===== src/rtl/mbe_mult_arbiter.sv =====
// Round-robin front end that shares one external combinational AWxAW multiplier
// between two valid/ready requesters, with a one-deep result slot per requester.
module mbe_mult_arbiter #(
    parameter int AW = 24,
    parameter int PW = 48
) (
    input  logic          CLK,
    input  logic          RST_n,
    input  logic          req0_valid,
    output logic          req0_ready,
    input  logic [AW-1:0] req0_a,
    input  logic [AW-1:0] req0_b,
    input  logic          req1_valid,
    output logic          req1_ready,
    input  logic [AW-1:0] req1_a,
    input  logic [AW-1:0] req1_b,
    output logic          res0_valid,
    input  logic          res0_ready,
    output logic [PW-1:0] res0_p,
    output logic          res1_valid,
    input  logic          res1_ready,
    output logic [PW-1:0] res1_p,
    output logic [AW-1:0] mult_a,
    output logic [AW-1:0] mult_b,
    input  logic [PW-1:0] mult_p,
    output logic          idle
);

    logic          ptr;
    logic          s1_valid;
    logic          s1_tag;
    logic [AW-1:0] s1_a;
    logic [AW-1:0] s1_b;
    logic          ok0;
    logic          ok1;
    logic          acc0;
    logic          acc1;
    logic          load0;
    logic          load1;

    // A requester may issue only when nothing of its own is in S1 and its
    // result slot is empty or being drained this edge.
    assign ok0 = !(s1_valid && !s1_tag) && (!res0_valid || res0_ready);
    assign ok1 = !(s1_valid &&  s1_tag) && (!res1_valid || res1_ready);

    assign req0_ready = ok0 && (!ptr || !(req1_valid && ok1));
    assign req1_ready = ok1 && ( ptr || !(req0_valid && ok0));

    assign acc0  = req0_valid && req0_ready;
    assign acc1  = req1_valid && req1_ready;
    assign load0 = s1_valid && !s1_tag;
    assign load1 = s1_valid &&  s1_tag;

    assign mult_a = s1_a;
    assign mult_b = s1_b;
    assign idle   = !s1_valid && !res0_valid && !res1_valid;

    always_ff @(posedge CLK or negedge RST_n) begin
        if (!RST_n) begin
            ptr      <= 1'b0;
            s1_valid <= 1'b0;
            s1_tag   <= 1'b0;
            s1_a     <= '0;
            s1_b     <= '0;
        end else begin
            s1_valid <= acc0 || acc1;
            if (acc0) begin
                ptr    <= 1'b1;
                s1_tag <= 1'b0;
                s1_a   <= req0_a;
                s1_b   <= req0_b;
            end else if (acc1) begin
                ptr    <= 1'b0;
                s1_tag <= 1'b1;
                s1_a   <= req1_a;
                s1_b   <= req1_b;
            end
        end
    end

    // A load wins over a simultaneous drain: the old product is consumed and
    // the new one takes its place.
    always_ff @(posedge CLK or negedge RST_n) begin
        if (!RST_n) begin
            res0_valid <= 1'b0;
            res0_p     <= '0;
            res1_valid <= 1'b0;
            res1_p     <= '0;
        end else begin
            if (load0) begin
                res0_valid <= 1'b1;
                res0_p     <= mult_p;
            end else if (res0_ready) begin
                res0_valid <= 1'b0;
            end
            if (load1) begin
                res1_valid <= 1'b1;
                res1_p     <= mult_p;
            end else if (res1_ready) begin
                res1_valid <= 1'b0;
            end
        end
    end

endmodule

===== config.mk =====
export PLATFORM = sky130hd
export DESIGN_NAME = mbe_mult_arbiter
export DESIGN_NICKNAME = d
export VERILOG_FILES = /design/src/rtl/mbe_mult_arbiter.sv
export SDC_FILE = /design/constraint.sdc
export NUM_CORES = 1
export LEC_CHECK = 0
export CAP_MARGIN = 10
export CORE_MARGIN = 2
export CORE_UTILIZATION = 36
export DETAILED_ROUTE_END_ITERATION = 8
export PLACE_DENSITY = 0.79
export SLEW_MARGIN = 5
export SYNTH_ARGS = -nofsm -noshare
export SYNTH_HDL_FRONTEND = slang
export SYNTH_SLANG_ARGS = --single-unit

===== constraint.sdc =====
create_clock -name CLK -period 1.6 [get_ports CLK]
set_input_delay 0.32 -clock CLK [delete_from_list [all_inputs] [get_ports CLK]]
set_output_delay 0.32 -clock CLK [all_outputs]
set_load 0.005 [all_outputs]

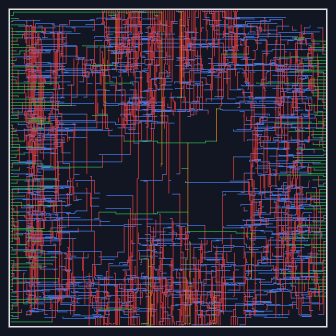
metal_stack.png
| colour | layer | wire length |
|---|---|---|
| blue | met1 | 7350 um |
| orange | met4 | 360 um |
| red | met2 | 9440 um |
| green | met3 | 1470 um |
GRT Util Overall: 20.9%
Routed wire per std cell: 17.5 um
Vias: 5186
routed wire length: 18600 um

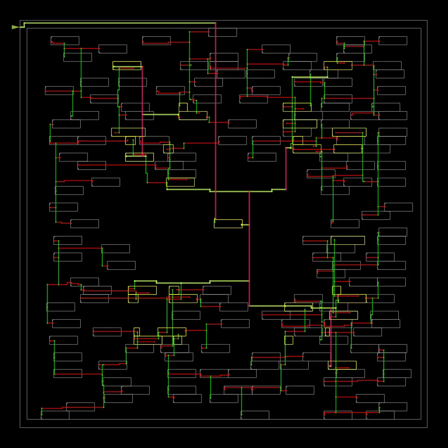
final_clocks.png
Num Clock Sinks: 149
CTS Buf Count: 17

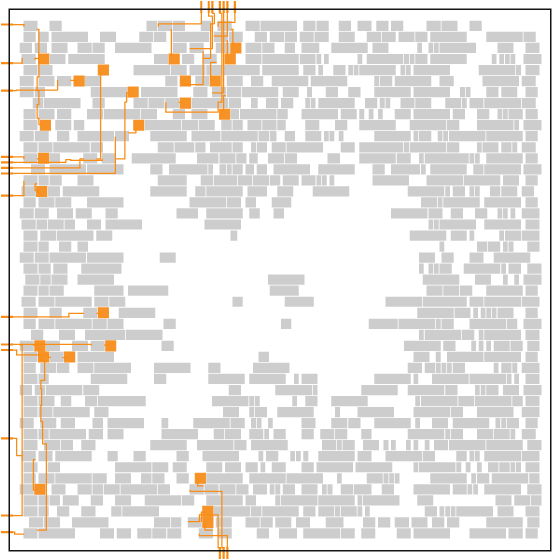
port_nets.png
| colour | port | direction | end cells | buffers | wire |
|---|---|---|---|---|---|
| orange | `req0_b` | input | 24 | 24 | 588 um |
Port Buffers: 298
# IOs: 299

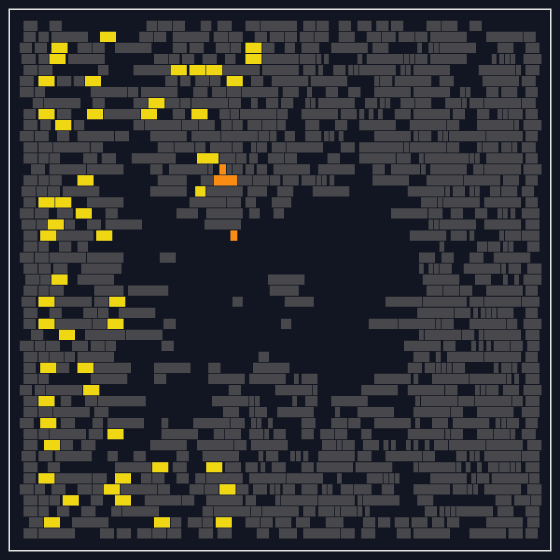
gate_families.png
| colour | family | cells |
|---|---|---|
| orange | inverting AOI/OAI gates | 3 |
| yellow | AND-OR and OR-AND gates | 50 |
Post-Layout Cell Count: 1063
combinational share of cell area: 20.8%

==> results.cfg <==
; physical design summary
[detailed_routing]
dr.first_iter.drc_count = 216
firstDrtPassIters = 4
vias_per_cell = 4.88
ant_nets = 0
drc = 0

[floorplan]
chipArea_sq_mm = 0.0177
core_area_sq_mm = 0.0165
nWellTaps = 220
die_y_um = 133
die_x_um = 133
fp_util_pct = 36.5

[worst_setup_path]
slowest_delay_ps = 440
critPathCaptureType = output pin
crit_type = reg2out
cpLargestDelayFamily = flip-flops
crit_path_top_delay_cell = dfrtp_2
crit_required_ps = 1280
crit_chain = buf_6 -> nand2_4 -> nand4_1 -> nor2b_1 -> buf_2
path_max_fanout = 3
start_kind = register
crit_arrival_ps = 1420

[cts]
clock_latency_ps = 410
cts_buffer_depth = 2
cts_tree = done
cts-root-buf = clkbuf_16
path_clk_slew_ps = 70
h-tree-depth = 4

[layout]
seqCellArea_sq_mm = 0.00373
syn2layout_area_growth_pct = 71.6
comb_area_sq_mm = 0.00215
largestClassByArea = registers
buffer_area_share_pct = 34.1
flop-count = 149
logic_gate_count = 306
n_antenna_cell = 0
signal_buffers = 355
nets = 980
largest_registers = res0_p: 48 flops, res1_p: 48 flops
final_cell_area_sq_mm = 0.0103
n_all_inverters = 1
clock_cell_area_share_pct = 6.10
final.fill_count = 1305

[place]
place_ws_ps = -640
place_congestion = 0.758
hpwl_um = 12500

[outcome]
status = finished, violations left
violations = setup timing

[synthesis]
ys.flops = 149
seq_area_frac_synth_pct = 62.1
synth_cells = 492
ys.flop_type = dfrtp_1
ys_warn_count = 0
synth_cell_type_count = 23
syn_avg_cell_area_sq_um = 12.2
common_cells = dfrtp_1 (149), nand2_1 (147), nand3b_1 (48), o221a_1 (48), mux2_2 (32)
ys_cells = 492
topCellsByArea = dfrtp_1 (62%), nand2_1 (9.2%), o221a_1 (9.0%)
synthesis.area_sq_mm = 0.00600
top_area_share_pct = 62.1
async_flop_share_pct = 100

[grt]
grt_first_pass_wirelength_um = 28400
grt_max_degree = 51

[power]
pg_clk_mw = 4.27
pwr-share-clk_pct = 21.7
switchingPower_mw = 6.34
pg_comb_mw = 8.79
p_int_mw = 13.3
power_top_consumer = combinational logic
p_comb_share_pct = 44.7
p_total_mw = 19.7
power_switching_share_pct = 32.2
p_leak_nw = 4.78
pg_seq_mw = 6.60
p_per_area_mw_per_mm2 = 1910

[run]
warning_count = 28

[final_timing]
timing_hold_violations_final = 0
worst_slack_ps = -140
min_period_ps = 1740
final-setup-viol-count = 51
tightest_slew_ps = 534
skew_ps = 6.13
slew-limit-headroom_pct = 64.4

[worst_hold_path]
hold_class = in2async
[cells in the final DEF, fill, tap and decap left out, types with 3 or more instances in the layout]
cell type and count:
mux2_2 32, buf_6 9, clkinvlp_4 4, buf_4 35, buf_16 3, nand2_1 146, mux2_1 16, dlygate4sd2_1 130
dfrtp_1 148, nand3b_1 48, o221a_1 48, clkbuf_16 18, dlymetal6s2s_1 16, clkdlybuf4s50_1 148, inv_6 3, bufinv_16 4
buf_12 7
[layer usage]
metal | GRT usage, % | share of wire, %
met5 | 0 | 0
met4 | 7.39 | 1.9
met3 | 6.74 | 7.9
met1 | 24.6 | 39
met2 | 35.9 | 51
[timing repair]
item,4_1_cts,5_1_grt
endpoints found under the hold margin,26,0
pin swaps,5,0
gates cloned,4,3
buffers inserted,17,5
resized,162,20
endpoints found under the setup margin,220,100
hold buffers,1,0
[final timing paths]
path                            start          to  slack [ps]  depth (start not counted)
max                          s1_valid  req0_ready        -140                          5
max reg2reg                  s1_valid   mult_a[0]        -140                          7
max in group asynchronous       RST_n   mult_a[9]         670                          3
min reg2reg                 res0_p[1]   res0_p[1]         470                          2
min in group CLK           mult_p[17]  res0_p[17]         460                          3
min                             RST_n  res0_p[36]         350                          2
[stage by stage]
stage	utilization, %	setup TNS [ps]	hold slack [ps]
floorplan	-	0	24.4
global placement	56.9	-27860	219
detailed placement	56.9	-28430	220
CTS	61.7	-4090	336
global route	62.5	-6780	360
finish	62.5	-3980	348
[kinds of logic (layout without fill, tap and decap cells)]
kind of cell | Yosys count | after routing | synth area share [%]
buffers and inverters | 37 | 388 | 2.92
DFF | 149 | 149 | 62.1
and+or+nand+nor | 205 | 205 | 16.4
muxes | 48 | 48 | 9.01
AOI/OAI and AO/OA | 53 | 53 | 9.51
Power figures rest on the tool's default switching activity, not on a simulated workload.
